[src/rtl/multiplier_pkg.sv]
// ============================================================================
// Module   : multiplier_pkg
// Brief    : Shared FSM states and BCD digit-count helpers for the multiplier.
// Revision : 1.0
// ============================================================================
`default_nettype none

package multiplier_pkg;

  typedef enum logic [1:0] {
    IDLE = 2'd0,
    BUSY = 2'd1,
    DONE = 2'd2
  } state_t;

  // Digits needed for a W-bit binary value: 2^W - 1 < 10^(floor(W/3)+1).
  function automatic int bcd_digits_w(input int w);
    return w / 3 + 1;
  endfunction

  // Digits needed for the 2N-bit product of two N-bit operands.
  function automatic int bcd_digits(input int n);
    return bcd_digits_w(2 * n);
  endfunction

endpackage

`default_nettype wire

[src/rtl/multiplier_bin2bcd.sv]
// ============================================================================
// Module   : multiplier_bin2bcd
// Brief    : bin2bcd - combinational double-dabble (shift-add-3) converter.
// Revision : 1.0
// ============================================================================
`default_nettype none

module multiplier_bin2bcd
  import multiplier_pkg::*;
#(
  parameter int W = 10
) (
  input  logic [W-1:0]                  i_bin,
  output logic [bcd_digits_w(W)*4-1:0]  o_bcd
);

  localparam int c_digits = bcd_digits_w(W);
  localparam int c_bw     = c_digits * 4;

  logic [c_bw-1:0] w_acc;

  always_comb begin
    w_acc = '0;
    for (int i = W - 1; i >= 0; i--) begin
      for (int d = 0; d < c_digits; d++) begin
        if (w_acc[d*4 +: 4] >= 4'd5) begin
          w_acc[d*4 +: 4] = w_acc[d*4 +: 4] + 4'd3;
        end
      end
      w_acc = {w_acc[c_bw-2:0], i_bin[i]};
    end
  end

  assign o_bcd = w_acc;

endmodule

`default_nettype wire

[src/rtl/multiplier.sv]
// ============================================================================
// Module   : multiplier
// Brief    : Sequential N-step shift-and-add unsigned multiplier with BCD view.
// Revision : 1.0
// ============================================================================
`default_nettype none

module multiplier
  import multiplier_pkg::*;
#(
  parameter int N = 5
) (
  input  logic                         clk,
  input  logic                         reset,
  input  logic [N-1:0]                 a_in,
  input  logic [N-1:0]                 b_in,
  input  logic                         start,
  output logic [2*N-1:0]               out,
  output logic                         finish,
  output logic [bcd_digits(N)*4-1:0]   bcd
);

  localparam int              c_cw   = $clog2(N + 1);
  localparam logic [c_cw-1:0] c_last = c_cw'(N - 1);

  state_t           r_state;
  logic [2*N-1:0]   r_mcand;
  logic [2*N-1:0]   r_acc;
  logic [N-1:0]     r_mplier;
  logic [c_cw-1:0]  r_count;
  logic [2*N-1:0]   w_sum;

  // Accumulator value including this step's conditional add.
  assign w_sum = r_acc + (r_mplier[0] ? r_mcand : '0);

  always_ff @(posedge clk) begin
    if (!reset) begin
      r_state  <= IDLE;
      r_mcand  <= '0;
      r_acc    <= '0;
      r_mplier <= '0;
      r_count  <= '0;
      out      <= '0;
      finish   <= 1'b0;
    end else begin
      case (r_state)
        IDLE: begin
          finish <= 1'b0;
          if (start) begin
            r_mcand  <= {{N{1'b0}}, a_in};
            r_mplier <= b_in;
            r_acc    <= '0;
            r_count  <= '0;
            r_state  <= BUSY;
          end
        end
        BUSY: begin
          r_acc    <= w_sum;
          r_mcand  <= {r_mcand[2*N-2:0], 1'b0};
          r_mplier <= {1'b0, r_mplier[N-1:1]};
          r_count  <= r_count + 1'b1;
          if (r_count == c_last) begin
            out     <= w_sum;
            finish  <= 1'b1;
            r_state <= DONE;
          end
        end
        DONE: begin
          // A held start never retriggers; it must drop first.
          if (!start) begin
            finish  <= 1'b0;
            r_state <= IDLE;
          end
        end
        default: begin
          finish  <= 1'b0;
          r_state <= IDLE;
        end
      endcase
    end
  end

  multiplier_bin2bcd #(
    .W (2 * N)
  ) u_bin2bcd (
    .i_bin (out),
    .o_bcd (bcd)
  );

endmodule

`default_nettype wire

[config.mk]
export PLATFORM = sky130hd
export DESIGN_NAME = multiplier
export DESIGN_NICKNAME = d
export VERILOG_FILES = /design/src/rtl/multiplier_pkg.sv /design/src/rtl/multiplier_bin2bcd.sv /design/src/rtl/multiplier.sv
export SDC_FILE = /design/constraint.sdc
export NUM_CORES = 1
export LEC_CHECK = 0
export CELL_PAD_IN_SITES_DETAIL_PLACEMENT = 1
export CELL_PAD_IN_SITES_GLOBAL_PLACEMENT = 1
export CORE_ASPECT_RATIO = 0.8
export CORE_MARGIN = 5
export CORE_UTILIZATION = 47
export CTS_CLUSTER_DIAMETER = 100
export DETAILED_ROUTE_END_ITERATION = 8
export GPL_TIMING_DRIVEN = 0
export HOLD_SLACK_MARGIN = 0.08
export PLACE_DENSITY = 0.88
export SLEW_MARGIN = 20
export SYNTH_ARGS = -nofsm -noshare
export SYNTH_HDL_FRONTEND = slang
export SYNTH_SLANG_ARGS = --single-unit
[constraint.sdc]
create_clock -name clk -period 14.3 [get_ports clk]
set_input_delay 2.86 -clock clk [delete_from_list [all_inputs] [get_ports clk]]
set_output_delay 2.86 -clock clk [all_outputs]
set_load 0.005 [all_outputs]
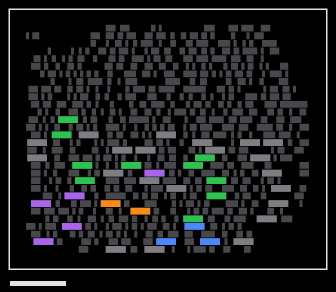
Figure 1: run 1, sequential cells grouped by signal name.
Bar = 20 um. Other sequential cells in the stronger gray, the rest of the logic in the fainter gray.
[`r_mplier`] purple | flops: 5 | where: south-west
[`r_mcand`] green | flops: 10
[`r_count`] blue | flops: 3
[`r_state`] orange | flops: 2
Seq/total area: 17.9%
Register Area: 821 um2
sequential cell power: 120 uW
post-layout util: 54.6%

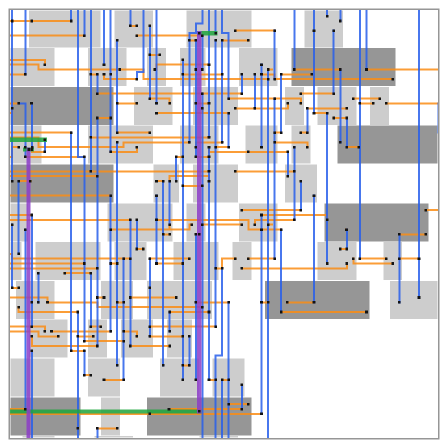
Figure 2: run 1, layout detail.
Region (70, 8) to (100, 38) um. Cells in gray, sequential cells in the stronger gray; small squares are vias.
[met4] purple
[met3] green
[met2] blue
[met1] orange
cells with their middle in the window: 53
sequential cells in the window: 8
most frequent: dfxtp_1 (8), a22oi_1 (6)
netlist names of flops here include: `r_acc` (3), `out` (2), `r_mcand` (2)

==> results.cfg, run 1 <==
; yosys + openroad results
[run_status]
status = finished clean

[final_timing]
setup_viol = 0
finalClockPeriodUsage_pct = 71.6
fin_crit_ns = 10.24
tightest_slew_ns = 0.731
setup_tns_ns = 0
hold_viol = 0
rsz0062_at_grt = no
fmax_mhz = 97.7
slew_violations = 0
finClkSkew_ns = 0.00822
relSlewSlack_pct = 51.1

[place]
dp_hpwl_mm = 8.87
gp_congestion = 0.875
post-place-ws_ns = 4.43
io_buffers = 36
placed_cells_incl_taps = 654

[power]
ir_worst_vdd_v = 0.0000395
p_leak_nw = 1.86
powerDensity_nw_per_um2 = 50.9

[floorplan]
ios = 40
dieWidth_um = 113
initCoreUtil_pct = 47.4
die_h_um = 92.1
rows = 30
dieArea_um2 = 10400
core-area_um2 = 8370

[critical_path]
cpMaxStageDelayCell = clkdlybuf4s50_1
path_delay_family = adder cells
critPathKind = reg -> out
crit_required_ns = 11.44
timing.critical_path.mode_cell = ha_1
r2r-start = r_mplier[0]
critPathBufInv = 9
max_stage_delay_ns = 0.51
critical_path_arrival_ns = 7.38
ff2ff_setup_slack_ns = 11.08
rr_worst_depth = 15
cp-start-kind = register
cp_max_fo = 9
reg2reg_to = out[9]
end_kind = output port

[synth]
synth.distinct_cells = 78
dominantRegCellSynth = dfxtp_1
synth_area_um2 = 3960
synth-edff-count = 0
yosysWarningCount = 0
ys_top_cells_by_area = dfxtp_1 21%, ha_1 7.3%, a21oi_1 5.2%, nor2b_1 4.4%, nand2_1 4.2%
ys_ff = 41
ys_cells = 504
synth.largest_area_cell = dfxtp_1
ys_area_um2 = 3960
yosysTopAreaCellShare_pct = 20.7
syn_inst = 504
syn_avg_cell_area_um2 = 7.86
async_flop_share_pct = 0
synth_seq_share_pct = 20.7

[cts]
clock_path_buffers = 2
cts.sinks = 41
post_cts_buffers = 0
path_clk_slew_ns = 0.08
htreeDepth = 2
cts_tree = yes
clkLatencyLatePin_ns = 0.30
postCtsHoldBufs = 0
numCtsBuffers = 5
cts.repair.resized = 0
clk_root_buffer_cell = clkbuf_8

[grt]
grt.overflow.total = 0
grtUsageTotal_pct = 22.6
grt_pass1_vias = 4062
antenna_found_initial = 0
grt_first_pass_wirelength_mm = 19.8
grt_max_degree = 13

[finish]
drive_above_1_share_pct = 11.6
final_nets = 586
final_cell_mix = 44 x nand2_1, 41 x a21oi_1, 41 x dfxtp_1
fillerInstances = 1045
layoutNonFillerInstCount = 662
area_delta_synth_final_pct = 15.4
combGateArea_um2 = 2900
diodes = 0
lay_top_count = nand2_1

[detailed_routing]
ant_nets = 0
remaining_drc_errors = 0
drt-wirelength-per-cell_um = 17.6
vias = 4001
first_iter_violations = 166
dr.pass1.iters = 5
via_per_inst = 6.04
drt_wl_total_mm = 11.7

[min_path]
worstHoldStart = finish
min_path_cells = 2
min_path_type = reg -> reg
hold_end = finish

[flow_run]
warnings = 32
maxCapViolCount = 0
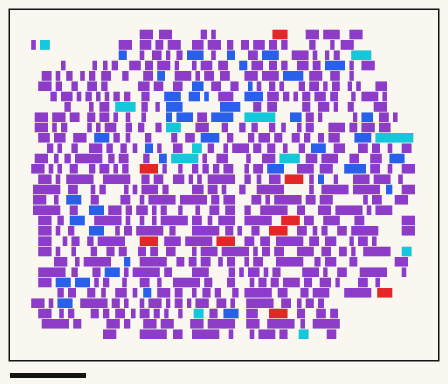
Figure 3: run 1, sizing map.
Bar = 20 um.
[drive 2] blue | cells: 43 | share: 7.8% | most used: o221a_2
[drive 6 and up] red | cells: 9 | share: 1.6% | most used: clkbuf_8
[drive 3 to 4] cyan | cells: 12 | share: 2.2% | most used: buf_4
[drive 1 or less] purple | cells: 486 | share: 88% | most used: nand2_1
setup slack after layout: 4.06 ns
Non-CTS buffers: 67

## run 1: cell type report
cell class	count	area share, %
Buffer	31	3.37
Clock buffer	7	2.11
Clock inverter	1	0.109
Inverter	27	2.22
Multi-Input combinational cell	407	63.3
Sequential cell	41	17.9
Tap cell	112	3.06
Timing Repair Buffer	36	7.88
## run 1: synth_stat cells (5+ instances only)
| library cell | count |
|---|---|
| inv_1 | 25 |
| nor2b_1 | 28 |
| xnor2_1 | 10 |
| o22ai_1 | 6 |
| a21boi_0 | 9 |
| nand3_1 | 11 |
| a22oi_1 | 19 |
| ha_1 | 23 |
| o221a_2 | 8 |
| a21oi_1 | 41 |
| buf_4 | 5 |
| o21ai_0 | 13 |
| nor3_1 | 9 |
| and2_1 | 13 |
| dfxtp_1 | 41 |
| a21o_1 | 7 |
| o211a_1 | 5 |
| a211oi_1 | 9 |
| nand2_1 | 44 |
| nor2_1 | 34 |
| o21bai_1 | 7 |
| o211ai_1 | 6 |
| mux2i_1 | 5 |
| clkbuf_1 | 20 |
## run 1: worst max path at each step
stage,start,end,slack (ns),cells after the start
2_1_floorplan,out[8],bcd[9],5.80,34
3_3_place_gp,out[8],bcd[11],4.67,35
5_1_grt,out[8],bcd[11],3.39,35
6_report,out[8],bcd[11],4.06,35
3_5_place_dp,out[8],bcd[11],4.43,35
4_1_cts,out[8],bcd[11],4.06,35
## run 1: layer usage
metal	GRT usage (%)	part of all wire [%]
met1	30.2	48
met5	0	0
met3	3.43	3.7
met2	38.8	47
met4	4.30	1.1
## run 1: tightest hold or removal path: stages, from the launching register on
cell and delay, ns:
dfxtp_1 0.31, o21ai_0 0.06, a21boi_0 0.08
## run 1: power breakdown
group          switching [mW]  total, mW  internal (mW)
clock                  0.0422     0.0859         0.0437
combinational          0.0144     0.0267         0.0124
sequential            0.00258      0.120          0.117
total                  0.0592      0.233          0.173
## run 1: flip-flops by register name (all words and copies together), names as in the netlist
signal	count
finish	1
out	10
r_acc	10
r_count	3
r_mcand	10
r_mplier	5
r_state	2
## run 1: logic make-up (layout without fill, tap and decap cells)
| group | Yosys count | in the layout | synth area share [%] |
|---|---|---|---|
| XOR/XNOR | 16 | 16 | 3.91 |
| flip-flops | 41 | 41 | 20.7 |
| adder cells (fa/ha/maj) | 24 | 24 | 7.77 |
| other | 1 | 3 | 0.0946 |
| multiplexers | 14 | 14 | 4.51 |
| AND/OR/NAND/NOR | 173 | 173 | 22.7 |
| AND-OR/OR-AND | 177 | 177 | 33.8 |
| buffers and inverters | 58 | 102 | 6.44 |
## run 1: metrics by stage
step	utilization, %	instance area [um2]	total power, mW	hold slack [ns]
after floorplan	-	3970	0.139	0.473
after global placement	53.4	4470	0.147	0.469
after detailed placement	53.4	4470	0.149	0.483
after CTS	54.6	4570	0.234	0.493
after global routing	54.6	4570	0.243	0.526
final	54.6	4570	0.233	0.489
Figure 4. Clock routing (run 1).
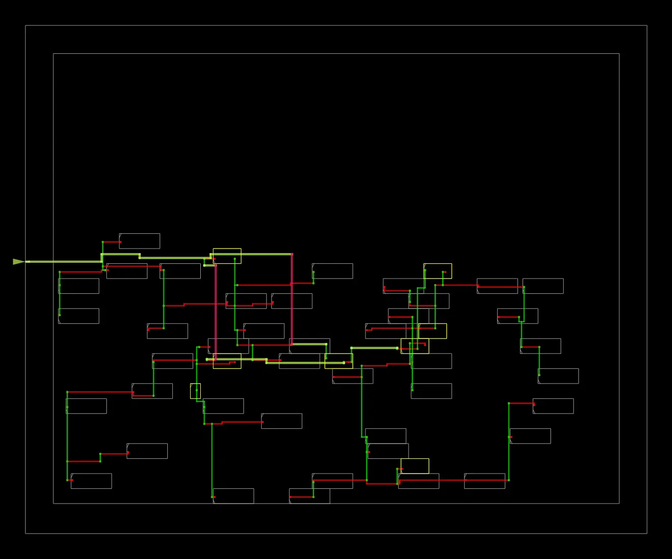

## Run 2: what changed since run 1
CORE_UTILIZATION = 39   (was 47)
PLACE_DENSITY = 0.78   (was 0.88)
clock period = 9.25 ns   (was 14.3 ns; I/O delays follow)
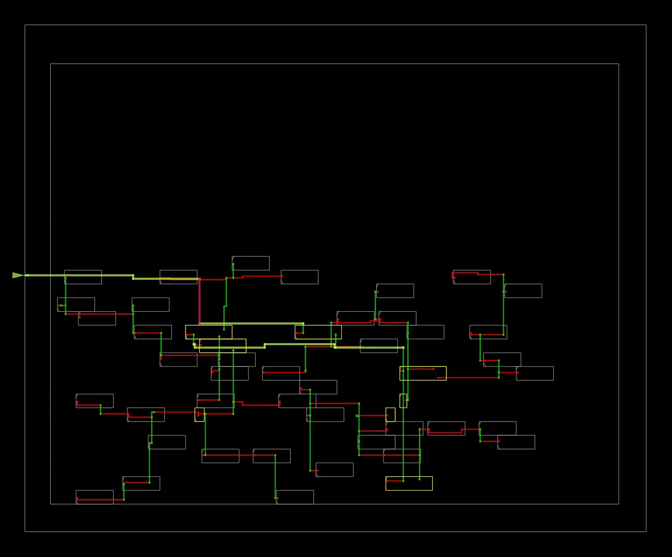
Figure 5: run 2, clock routing.
CTS sink cnt: 41
P_clk: 171 uW

==> results.cfg, run 2 <==
; yosys + openroad results
[synth]
synth_seq_share_pct = 20.7
synth_area_um2 = 3960
ys_top_cells_by_area = dfxtp_1 21%, ha_1 7.3%, a21oi_1 5.2%, nor2b_1 4.4%, nand2_1 4.2%
yosysTopAreaCellShare_pct = 20.7
dominantRegCellSynth = dfxtp_1
yosysWarningCount = 0
synthTopCellsByCount = 44 x nand2_1, 41 x a21oi_1, 41 x dfxtp_1, 34 x nor2_1, 28 x nor2b_1
synth.distinct_cells = 78
most_common_cell = nand2_1
synth-edff-count = 0
synth.largest_area_cell = dfxtp_1
async_flop_share_pct = 0
syn_avg_cell_area_um2 = 7.86
ys_ff = 41
ys_cells = 504
ys_area_um2 = 3960
syn_inst = 504

[grt]
grt_pass1_vias = 4001
grt_first_pass_wirelength_mm = 20.1
antenna_found_initial = 0
grtUsageTotal_pct = 19.7
grt_max_degree = 13
grt.overflow.total = 0

[cts]
clk_root_buffer_cell = clkbuf_16
clock_path_buffers = 2
clkLatencyLatePin_ns = 0.28
htreeDepth = 2
cts_tree = yes
path_clk_slew_ns = 0.06
numCtsBuffers = 5
postCtsHoldBufs = 0

[detailed_routing]
drt-wirelength-per-cell_um = 17.4
drt_wl_total_mm = 12.0
top_layer_used = met4
dr.pass1.iters = 4
first_iter_violations = 148
wl_met2_mm = 5.53
remaining_drc_errors = 0
wl_met1_mm = 6.02
vias = 3970
ant_nets = 0
via_per_inst = 5.75
routed-wl-met3_um = 399

[critical_path]
critical_path_arrival_ns = 6.98
cp_max_fo = 9
end_kind = output port
crit_required_ns = 7.40
timing.critical_path.mode_cell = ha_1
cpMaxStageDelayCell = clkdlybuf4s50_1
max_stage_delay_ns = 0.52
cp-start-kind = register
critPathKind = reg -> out

[final_timing]
relSlewSlack_pct = 47.1
worst_slack_ns = 0.422
tightest_slew_ns = 0.791
slew_violations = 0
fin_crit_ns = 8.83
finalClockPeriodUsage_pct = 95.4
fmax_mhz = 113
finClkSkew_ns = 0.00527
hold_viol = 0
setup_viol = 0

[flow_run]
warnings = 32
maxCapViolCount = 0

[power]
p_leak_nw = 1.91
ir_worst_vdd_v = 0.0000690
powerDensity_nw_per_um2 = 83.9

[finish]
fillerInstances = 1245
top_regs = out: 10 flops, r_acc: 10 flops, r_mcand: 10 flops
final_nets = 590
final_cell_mix = 44 x nand2_1, 41 x a21oi_1, 41 x dfxtp_1
finalCoreUtilization_pct = 48.5
area_delta_synth_final_pct = 19.6
drive_above_1_share_pct = 13.2
diodes = 0
lay_top_count = nand2_1

[floorplan]
dieWidth_um = 123
die_h_um = 100
ios = 40
dieArea_um2 = 12300
rows = 32
initCoreUtil_pct = 40.6
core-area_um2 = 9770

[min_path]
min_path_type = reg -> reg

[place]
dp_hpwl_mm = 9.00
io_buffers = 36
post-place-ws_ns = 0.249
gp_congestion = 0.864

[run_status]
status = finished clean
[run 2: cell families (layout without fill, tap and decap cells)]
family                     count (synthesis)  after routing  share of synthesized area, %
AOI/OAI and AO/OA                        177            177                          33.8
xor gates and xnor gates                  16             16                          3.91
adders and majority gates                 24             24                          7.77
buffers and inverters                     58            106                          6.44
DFF                                       41             41                          20.7
muxes                                     14             14                          4.51
other                                      1              3                        0.0946
and+or+nand+nor                          173            173                          22.7
[run 2: worst paths after layout]
kind         depth (start not counted)  slack [ns]  endpoint   startpoint
max                                 35        0.42   bcd[11]       out[8]
min reg2reg                          2        0.50    finish       finish
max reg2reg                         15        5.91  r_acc[9]  r_mplier[0]
min                                  2        0.50    finish       finish
[run 2: stage by stage]
step	total power, mW	cells	TNS, ns	instance area, um2	hold WS [ns]
floorplan	0.215	506	0	3970	0.473
global placement	0.228	678	0	4500	0.474
detailed placement	0.230	678	0	4500	0.488
CTS	0.400	686	0	4650	0.497
global route	0.414	690	-0.0114	4740	0.519
finish	0.398	690	0	4740	0.496
[run 2: timing repair]
| item | 4_1_cts | 5_1_grt |
|---|---|---|
| pin swaps | 0 | 2 |
| setup buffers | 0 | 4 |
| resized | 2 | 9 |
| endpoints found under the setup margin | 2 | 7 |
| endpoints found under the hold margin | 0 | 0 |
[run 2: critical path, delay by kind of cell, from the launching register on]
kind            cells  cell delay (ns)
xor+xnor            2             0.34
flops               1             0.35
compound gates      8             1.52
buf+inv             9             1.32
mux                 2             0.46
fa+ha+maj           6             1.35
simple gates        8             1.35
[run 2: per-layer routing]
metal	up-vias	track usage, %
li1	1947	-
met1	1947	28.7
met2	68	31.7
met3	8	2.54
met4	0	2.67
met5	-	0
[run 2: final cells by class]
cell class,instances,area [um2],share of cell area [%]
clock buffers,6,129,2.72
flip-flops and latches,41,821,17.3
inverters,27,101,2.14
well taps,136,170,3.59
repair buffers,40,390,8.24
plain buffers,31,154,3.25
clock inverters,2,10.0,0.211
multi-input cells,407,2960,62.5
[run 2: power by group]
group / switching [mW] / internal [mW]
clock network: 0.0714 / 0.0992
logic: 0.0224 / 0.0192
registers: 0.00394 / 0.182
## Run 3: what changed since run 2
SLEW_MARGIN = default   (was 20)
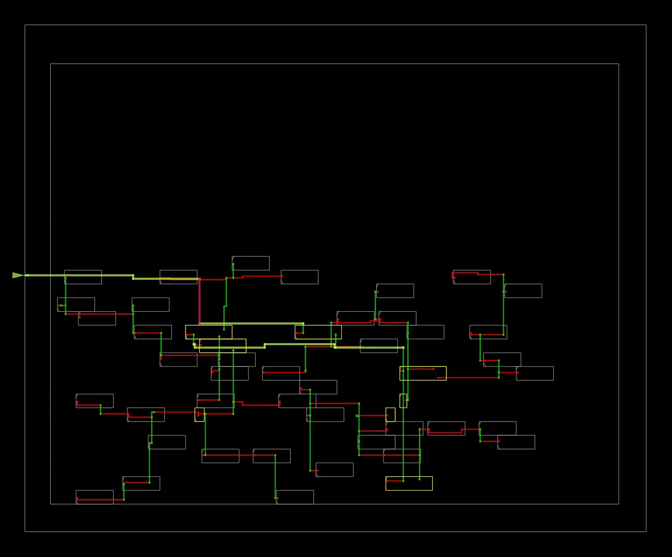
Figure 6: run 3, clock routing.
TritonCTS Buffers: 5
# clk buffers: 6
Clock Skew: 0.00527 ns

==> results.cfg, run 3 <==
; yosys + openroad results
[flow_run]
maxCapViolCount = 0
warnings = 32

[finish]
top_regs = out: 10 flops, r_acc: 10 flops, r_mcand: 10 flops
fillerInstances = 1245
seq_area_um2 = 821
combGateArea_um2 = 2960
lay_top_count = nand2_1
area_delta_synth_final_pct = 19.6
layoutNonFillerInstCount = 690
final_cell_mix = 44 x nand2_1, 41 x a21oi_1, 41 x dfxtp_1
final_nets = 590
drive_above_1_share_pct = 13.2
diodes = 0

[critical_path]
critPathKind = reg -> out
end_kind = output port
critical_path_arrival_ns = 6.98
max_stage_delay_ns = 0.52
cp-start-kind = register
cp_max_fo = 9
crit_required_ns = 7.40
cpMaxStageDelayCell = clkdlybuf4s50_1
timing.critical_path.mode_cell = ha_1

[grt]
grtUsageTotal_pct = 19.7
grt.overflow.total = 0
grt_max_degree = 13
antenna_found_initial = 0
grt_pass1_vias = 4001
grt_first_pass_wirelength_mm = 20.1

[synth]
syn_inst = 504
synth.largest_area_cell = dfxtp_1
yosysWarningCount = 0
dominantRegCellSynth = dfxtp_1
ys_area_um2 = 3960
synth.distinct_cells = 78
synth-edff-count = 0
async_flop_share_pct = 0
ys_ff = 41
synthTopCellsByCount = 44 x nand2_1, 41 x a21oi_1, 41 x dfxtp_1, 34 x nor2_1, 28 x nor2b_1
ys_cells = 504
ys_top_cells_by_area = dfxtp_1 21%, ha_1 7.3%, a21oi_1 5.2%, nor2b_1 4.4%, nand2_1 4.2%
synth_area_um2 = 3960
most_common_cell = nand2_1
syn_avg_cell_area_um2 = 7.86
yosysTopAreaCellShare_pct = 20.7
synth_seq_share_pct = 20.7

[detailed_routing]
dr.pass1.iters = 4
vias = 3970
via_per_inst = 5.75
drt-wirelength-per-cell_um = 17.4
ant_nets = 0
first_iter_violations = 148
remaining_drc_errors = 0
drt_wl_total_mm = 12.0

[place]
gp_congestion = 0.864
placed_cells_incl_taps = 678
io_buffers = 36
post-place-ws_ns = 0.249
dp_hpwl_mm = 9.00

[cts]
clock_path_buffers = 2
cts.sinks = 41
clk_root_buffer_cell = clkbuf_16
postCtsHoldBufs = 0
path_clk_slew_ns = 0.06
cts_tree = yes
htreeDepth = 2
clkLatencyLatePin_ns = 0.28

[floorplan]
die_h_um = 100
core-area_um2 = 9770
rows = 32
dieArea_um2 = 12300
initCoreUtil_pct = 40.6
dieWidth_um = 123
ios = 40

[power]
swShare_pct = 24.6
pwr-share-comb_pct = 10.5
power_frac_seq_pct = 46.6
clkPwrFrac_pct = 42.9
powerDensity_nw_per_um2 = 83.9
p_int_uw = 300
ir_worst_vdd_v = 0.0000690
p_leak_nw = 1.91
p_sw_uw = 97.8

[final_timing]
hold_viol = 0
relSlewSlack_pct = 47.1
fmax_mhz = 113
fin_crit_ns = 8.83
finalClockPeriodUsage_pct = 95.4
worst_slack_ns = 0.422
slew_violations = 0
setup_viol = 0
tightest_slew_ns = 0.791

[run_status]
status = finished clean

[min_path]
min_path_type = reg -> reg
==> run 3: path summary, 6_finish.rpt <==
| check | startpoint | endpoint | slack (ns) | depth (start not counted) |
|---|---|---|---|---|
| worst max-delay path | out[8] | bcd[11] | 0.42 | 35 |
| worst min-delay path | finish | finish | 0.50 | 2 |
| worst min register to register | finish | finish | 0.50 | 2 |
| worst max register to register | r_mplier[0] | r_acc[9] | 5.91 | 15 |
==> run 3: final cells by class <==
| class | count | area share [%] |
|---|---|---|
| tap | 136 | 3.59 |
| clock buffer | 6 | 2.72 |
| inverter | 27 | 2.14 |
| multi-input combinational | 407 | 62.5 |
| timing repair buffer | 40 | 8.24 |
| buffer | 31 | 3.25 |
| sequential | 41 | 17.3 |
| clock inverter | 2 | 0.211 |
==> run 3: metal layers <==
layer | global-route usage, % | part of all wire, %
met4 | 2.67 | 0.65
met5 | 0 | 0
met2 | 31.7 | 46
met1 | 28.7 | 50
met3 | 2.54 | 3.3
==> run 3: what timing repair did <==
item	in CTS	in global routing
setup buffers	0	4
setup endpoints to repair	2	7
endpoints found under the hold margin	0	0
gates resized	2	9
gates cloned	0	0
pin swaps	0	2
==> run 3: critical path: cells and delay by family (launching register included) <==
| family | cells | cell delay [ns] |
|---|---|---|
| buf+inv | 9 | 1.32 |
| flops | 1 | 0.35 |
| fa+ha+maj | 6 | 1.35 |
| mux | 2 | 0.46 |
| simple gates | 8 | 1.35 |
| xor+xnor | 2 | 0.34 |
| compound gates | 8 | 1.52 |
==> run 3: power by group through the flow <==
stage | Combinational, mW | Sequential (mW) | Clock [mW]
after floorplan | 0.0265 | 0.188 | 0
after global placement | 0.0393 | 0.189 | 0
after detailed placement | 0.0410 | 0.189 | 0
after CTS | 0.0415 | 0.185 | 0.173
after global routing | 0.0458 | 0.186 | 0.182
final | 0.0416 | 0.186 | 0.171
==> run 3: cells by family after synthesis <==
logic type | after synthesis | share of synthesized area (%)
AOI/OAI and AO/OA | 177 | 33.8
and+or+nand+nor | 173 | 22.7
buffers and inverters | 58 | 6.44
DFF | 41 | 20.7
adders and majority gates | 24 | 7.77
xor gates and xnor gates | 16 | 3.91
muxes | 14 | 4.51
other | 1 | 0.0946
==> run 3: per-stage QoR <==
step / power, mW / hold slack [ns] / area, um2 / setup TNS [ns] / util [%]
2_1_floorplan: 0.215 / 0.473 / 3970 / 0 / -
3_3_place_gp: 0.228 / 0.474 / 4500 / 0 / 46.1
3_5_place_dp: 0.230 / 0.488 / 4500 / 0 / 46.1
4_1_cts: 0.400 / 0.497 / 4650 / 0 / 47.6
5_1_grt: 0.414 / 0.519 / 4740 / -0.0114 / 48.5
6_report: 0.398 / 0.496 / 4740 / 0 / 48.5
No activity file was given, so power comes from the tool's default toggle rates.
